$ cat src/rtl/apb_slave_pkg.sv
// Shared types and defaults for the APB3 register-memory completer.
// Holds the FSM state enum and the address error check (alignment plus range).
package apb_slave_pkg;

    localparam int ADDR_WIDTH_DEF = 8;
    localparam int DATA_WIDTH_DEF = 32;
    localparam int DEPTH_DEF      = 32;

    typedef enum logic {
        IDLE   = 1'b0,
        ACCESS = 1'b1
    } state_t;

    // Word-misaligned byte addresses and words past the end of the array both error.
    function automatic logic addr_err(input logic [31:0] addr, input int unsigned depth);
        return (addr[1:0] != 2'b00) || ((addr >> 2) >= depth);
    endfunction

endpackage

$ cat src/rtl/apb_slave_regfile.sv
// DEPTH x DATA_WIDTH word array, cleared by async reset, with a byte-strobed write port.
// Read is a plain index into the flopped array; the caller registers the result.
module apb_slave_regfile #(
    parameter int DATA_WIDTH = 32,
    parameter int DEPTH      = 32,
    parameter int IDX_W      = $clog2(DEPTH)
) (
    input  logic                    clk,
    input  logic                    rst,
    input  logic                    wr_en,
    input  logic [IDX_W-1:0]        wr_idx,
    input  logic [DATA_WIDTH/8-1:0] wr_strb,
    input  logic [DATA_WIDTH-1:0]   wr_dat,
    input  logic [IDX_W-1:0]        rd_idx,
    output logic [DATA_WIDTH-1:0]   rd_dat
);

    logic [DATA_WIDTH-1:0] mem_q [DEPTH];
    logic [DATA_WIDTH-1:0] mem_d [DEPTH];

    always_comb begin
        mem_d = mem_q;
        if (wr_en) begin
            for (int b = 0; b < DATA_WIDTH/8; b++) begin
                if (wr_strb[b]) begin
                    mem_d[wr_idx][8*b +: 8] = wr_dat[8*b +: 8];
                end
            end
        end
    end

    always_ff @(posedge clk or posedge rst) begin
        if (rst) begin
            for (int i = 0; i < DEPTH; i++) begin
                mem_q[i] <= '0;
            end
        end else begin
            mem_q <= mem_d;
        end
    end

    assign rd_dat = mem_q[rd_idx];

endmodule

$ cat src/rtl/apb_slave_mem.sv
// APB3 completer over a byte-strobed register memory with programmable wait states.
// Transfer takes wait_states+2 cycles; all outputs registered; PSEL drop aborts cleanly.
module apb_slave_mem
    import apb_slave_pkg::*;
#(
    parameter int ADDR_WIDTH = ADDR_WIDTH_DEF,
    parameter int DATA_WIDTH = DATA_WIDTH_DEF,
    parameter int DEPTH      = DEPTH_DEF
) (
    input  logic                    PCLK,
    input  logic                    PRESET,
    input  logic                    PSEL,
    input  logic                    PENABLE,
    input  logic                    PWRITE,
    input  logic [ADDR_WIDTH-1:0]   PADDR,
    input  logic [DATA_WIDTH-1:0]   PWDATA,
    input  logic [DATA_WIDTH/8-1:0] PSTRB,
    input  logic [3:0]              wait_states,
    output logic [DATA_WIDTH-1:0]   PRDATA,
    output logic                    PREADY,
    output logic                    PSLVERR
);

    localparam int STRB_W = DATA_WIDTH/8;
    localparam int IDX_W  = $clog2(DEPTH);

    state_t                state_q, state_d;
    logic [IDX_W-1:0]      idx_q, idx_d;
    logic                  write_q, write_d;
    logic [DATA_WIDTH-1:0] wdat_q, wdat_d;
    logic [STRB_W-1:0]     strb_q, strb_d;
    logic                  err_q, err_d;
    logic [3:0]            cnt_q, cnt_d;
    logic                  pready_q, pready_d;
    logic                  pslverr_q, pslverr_d;
    logic [DATA_WIDTH-1:0] prdata_q, prdata_d;

    logic                  setup_err;
    logic [IDX_W-1:0]      setup_idx;
    logic [IDX_W-1:0]      rd_idx;
    logic [DATA_WIDTH-1:0] rd_dat;
    logic                  wr_en;

    assign setup_err = addr_err(32'(PADDR), DEPTH);
    assign setup_idx = PADDR[IDX_W+1:2];
    // Zero-wait transfers need the read word at the setup edge, before the index is latched.
    assign rd_idx    = (state_q == IDLE) ? setup_idx : idx_q;

    apb_slave_regfile #(
        .DATA_WIDTH (DATA_WIDTH),
        .DEPTH      (DEPTH),
        .IDX_W      (IDX_W)
    ) u_regfile (
        .clk     (PCLK),
        .rst     (PRESET),
        .wr_en   (wr_en),
        .wr_idx  (idx_q),
        .wr_strb (strb_q),
        .wr_dat  (wdat_q),
        .rd_idx  (rd_idx),
        .rd_dat  (rd_dat)
    );

    always_comb begin
        state_d   = state_q;
        idx_d     = idx_q;
        write_d   = write_q;
        wdat_d    = wdat_q;
        strb_d    = strb_q;
        err_d     = err_q;
        cnt_d     = cnt_q;
        pready_d  = pready_q;
        pslverr_d = pslverr_q;
        prdata_d  = prdata_q;
        wr_en     = 1'b0;

        case (state_q)
            IDLE: begin
                if (PSEL && !PENABLE) begin
                    state_d = ACCESS;
                    idx_d   = setup_idx;
                    write_d = PWRITE;
                    wdat_d  = PWDATA;
                    strb_d  = PSTRB;
                    err_d   = setup_err;
                    cnt_d   = wait_states;
                    if (wait_states == 4'd0) begin
                        pready_d  = 1'b1;
                        pslverr_d = setup_err;
                        prdata_d  = (!PWRITE && !setup_err) ? rd_dat : '0;
                    end
                end
            end
            ACCESS: begin
                if (!PSEL) begin
                    state_d   = IDLE;
                    cnt_d     = 4'd0;
                    pready_d  = 1'b0;
                    pslverr_d = 1'b0;
                    prdata_d  = '0;
                end else if (pready_q) begin
                    if (PENABLE) begin
                        wr_en     = write_q && !err_q;
                        state_d   = IDLE;
                        pready_d  = 1'b0;
                        pslverr_d = 1'b0;
                        prdata_d  = '0;
                    end
                end else begin
                    cnt_d = cnt_q - 4'd1;
                    if (cnt_q == 4'd1) begin
                        pready_d  = 1'b1;
                        pslverr_d = err_q;
                        prdata_d  = (!write_q && !err_q) ? rd_dat : '0;
                    end
                end
            end
            default: state_d = IDLE;
        endcase
    end

    always_ff @(posedge PCLK or posedge PRESET) begin
        if (PRESET) begin
            state_q   <= IDLE;
            idx_q     <= '0;
            write_q   <= 1'b0;
            wdat_q    <= '0;
            strb_q    <= '0;
            err_q     <= 1'b0;
            cnt_q     <= 4'd0;
            pready_q  <= 1'b0;
            pslverr_q <= 1'b0;
            prdata_q  <= '0;
        end else begin
            state_q   <= state_d;
            idx_q     <= idx_d;
            write_q   <= write_d;
            wdat_q    <= wdat_d;
            strb_q    <= strb_d;
            err_q     <= err_d;
            cnt_q     <= cnt_d;
            pready_q  <= pready_d;
            pslverr_q <= pslverr_d;
            prdata_q  <= prdata_d;
        end
    end

    assign PREADY  = pready_q;
    assign PSLVERR = pslverr_q;
    assign PRDATA  = prdata_q;

endmodule

$ cat config.mk
export PLATFORM = sky130hd
export DESIGN_NAME = apb_slave_mem
export DESIGN_NICKNAME = d
export VERILOG_FILES = /design/src/rtl/apb_slave_pkg.sv /design/src/rtl/apb_slave_regfile.sv /design/src/rtl/apb_slave_mem.sv
export SDC_FILE = /design/constraint.sdc
export NUM_CORES = 2
export LEC_CHECK = 0
export ABC_AREA = 1
export ABC_CLOCK_PERIOD_IN_PS = 46200
export CORE_MARGIN = 4
export CORE_UTILIZATION = 37
export CTS_BUF_LIST = sky130_fd_sc_hd__clkbuf_16
export DETAILED_ROUTE_END_ITERATION = 10
export GPL_ROUTABILITY_DRIVEN = 0
export PLACE_DENSITY = 0.64
export SLEW_MARGIN = 10
export SYNTH_ARGS = -nofsm -noshare
export SYNTH_HDL_FRONTEND = slang
export SYNTH_SLANG_ARGS = --single-unit
$ cat constraint.sdc
create_clock -name PCLK -period 46.2 [get_ports PCLK]
set_input_delay 11.55 -clock PCLK [delete_from_list [all_inputs] [get_ports PCLK]]
set_output_delay 11.55 -clock PCLK [all_outputs]
set_load 0.03 [all_outputs]
==> reports/qor.txt <==
Die Span X: 383.0 um
Final Util: 40.43%
Skew final: 0.01997 ns
Combinational share of cell area: 37.24%
Seq/total area: 49.06%
Mapped Nets: 6210
Worst Tran Pin Value: 1.201 ns
Mapped Area: 0.05202 mm2
Status: complete, no violations
Yosys reg bits: 1106
Crit path from: PRESET
Leading cell kind: registers
Crit path to: u_regfile.mem_q[500]$_DFFE_PP0P_
Most frequent cell after synthesis: nand2_1
H-tree levels: 3
Post-place setup slack: 29.52 ns
Post-route setup slack: 30.38 ns
Worst path buffer plus inverter count: 6
Final #Nets: 5993
FMAX: 0.06323 GHz
Final setup viols: 0
DP Area: 0.05280 mm2
DRC viols: 0
R2R setup slack: 41.12 ns
Dominant combinational family: simple AND/OR/NAND/NOR gates
Min-delay src: u_regfile.mem_q[577]$_DFFE_PP0P_
YS chip area: 0.05202 mm2
Sequential cell area: 0.02768 mm2
Synth-to-Final Area Change: 8.444%
DRT Pass-1 Iters: 6
Clk network pwr share: 40.1%
Layout cell share with drive strength beyond 1: 6.850%
Tap Count: 1876
Internal: 1577 uW
Mux share: 0%
Cells in synth_stat.txt: 6155
Most used cell, CP: buf_4
Period utilization: 34.23%
Final Slew Violations: 0
Non-Filler Instances: 7905
Antenna cells: 0
Worst Path Arrival: 16.48 ns
Xor+xnor area frac: 0%
Clock buf count: 117
Total chip power: 2261 uW
Hold Crit Depth: 2
Switching share of total power: 30.27%
Die y size: 383.0 um
Ys async rst share: 100.0%
Initial antenna violation count: 1
Comb gate area: 0.02101 mm2
Chip area: 0.1467 mm2
R2R Path End: PRDATA[22]$_DFFE_PP0P_
Power per cell area: 40.08 mW/mm2
Flip-flops with a built-in enable: 0
Antenna Violating Nets Remaining: 0
FP Core Util: 37.29%
Global route overflow: 0
Clock period minus worst slack: 15.82 ns
DR WL/cell: 19.97 um
RSZ-0062 raised after global routing: no
Total track usage: 21.17%
Adder Share, Synth: 0.04810%
Yosys simple share: 29.62%
Setup Buffers After CTS: 0
DR vias/cell: 5.464
Mapped Cells: 6155
==> power by group through the flow <==
stage | Sequential [uW] | Clock (uW) | Combinational [uW]
global route | 996 | 963 | 385
CTS | 995 | 921 | 357
global placement | 1010 | 0 | 355
finish | 995 | 907 | 359
detailed placement | 1010 | 0 | 356
floorplan | 1020 | 0 | 223
==> state kept, by name (all words and copies together), names as in the netlist <==
register / count
PREADY: 1
PSLVERR: 1
u_regfile.mem_q: 1024
idx_q: 5
strb_q: 4
wdat_q: 32
cnt_q: 4
PRDATA: 32
err_q: 1
state_q: 1
write_q: 1
==> per-layer routing <==
metal	wire [um]	GRT usage, %
met3	12090	3.323
met2	72410	33.53
met1	68230	29.62
met4	5148	7.355
met5	12	0
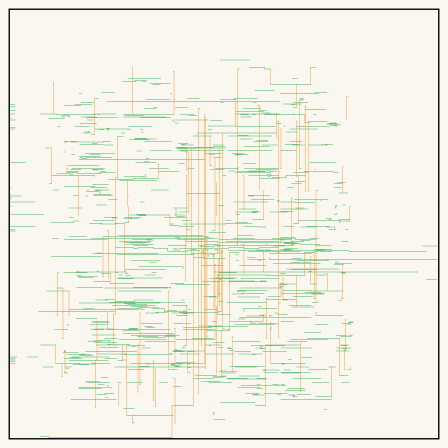
(wiring by layer)
Two of the layers only.
Orange is metal 4, wire length 5150 um. Green is metal 3, wire length 12100 um.

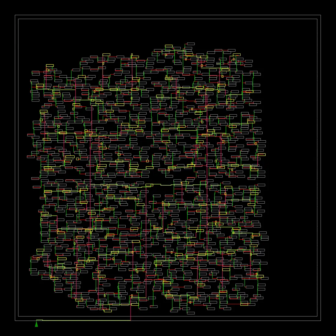
(clock nets)
CTS sink cnt: 1106
Insertion Delay late pin: 0.70 ns

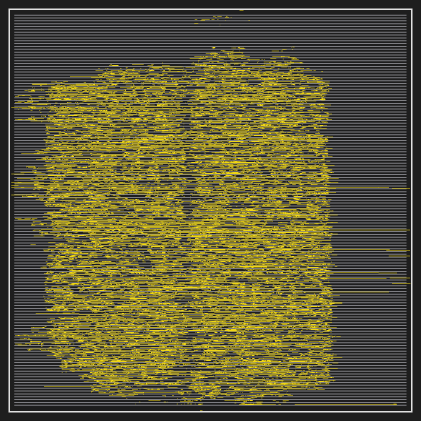
(M1 wires)
Supply wires on this layer in grey.
5605 nets have wire on it. The layer carries 68.2 mm of wire. The layer holds 43% of the routed length. The wires run mostly horizontal.

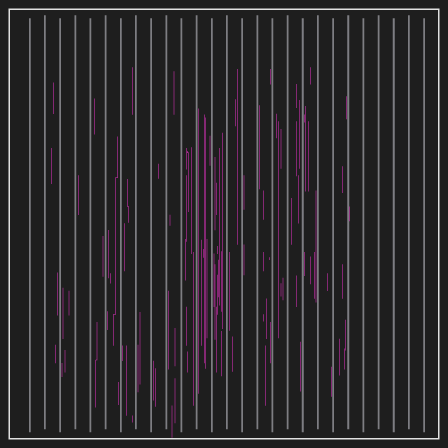
(M4 wires)
Supply wires on this layer in grey.
68 nets have wire on it. The layer carries 5150 um of wire.

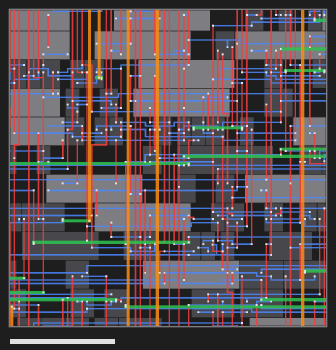
(layout detail)
Scale bar: 10 um. Window x 176 to 206, y 176 to 206 um. Cells in grey, sequential cells in the stronger grey; small squares are vias.
Red is metal 2. Blue is metal 1. Green is metal 3. Orange is metal 4.
61 logic cells have their middle in the window. Netlist names of flops here include u_regfile.mem_q (13). Sequential cells in the window: 13. Most frequent: nand2_1 (17), dfrtp_1 (13), o21ai_1 (10).

Power is estimated from default activity; no workload was simulated.
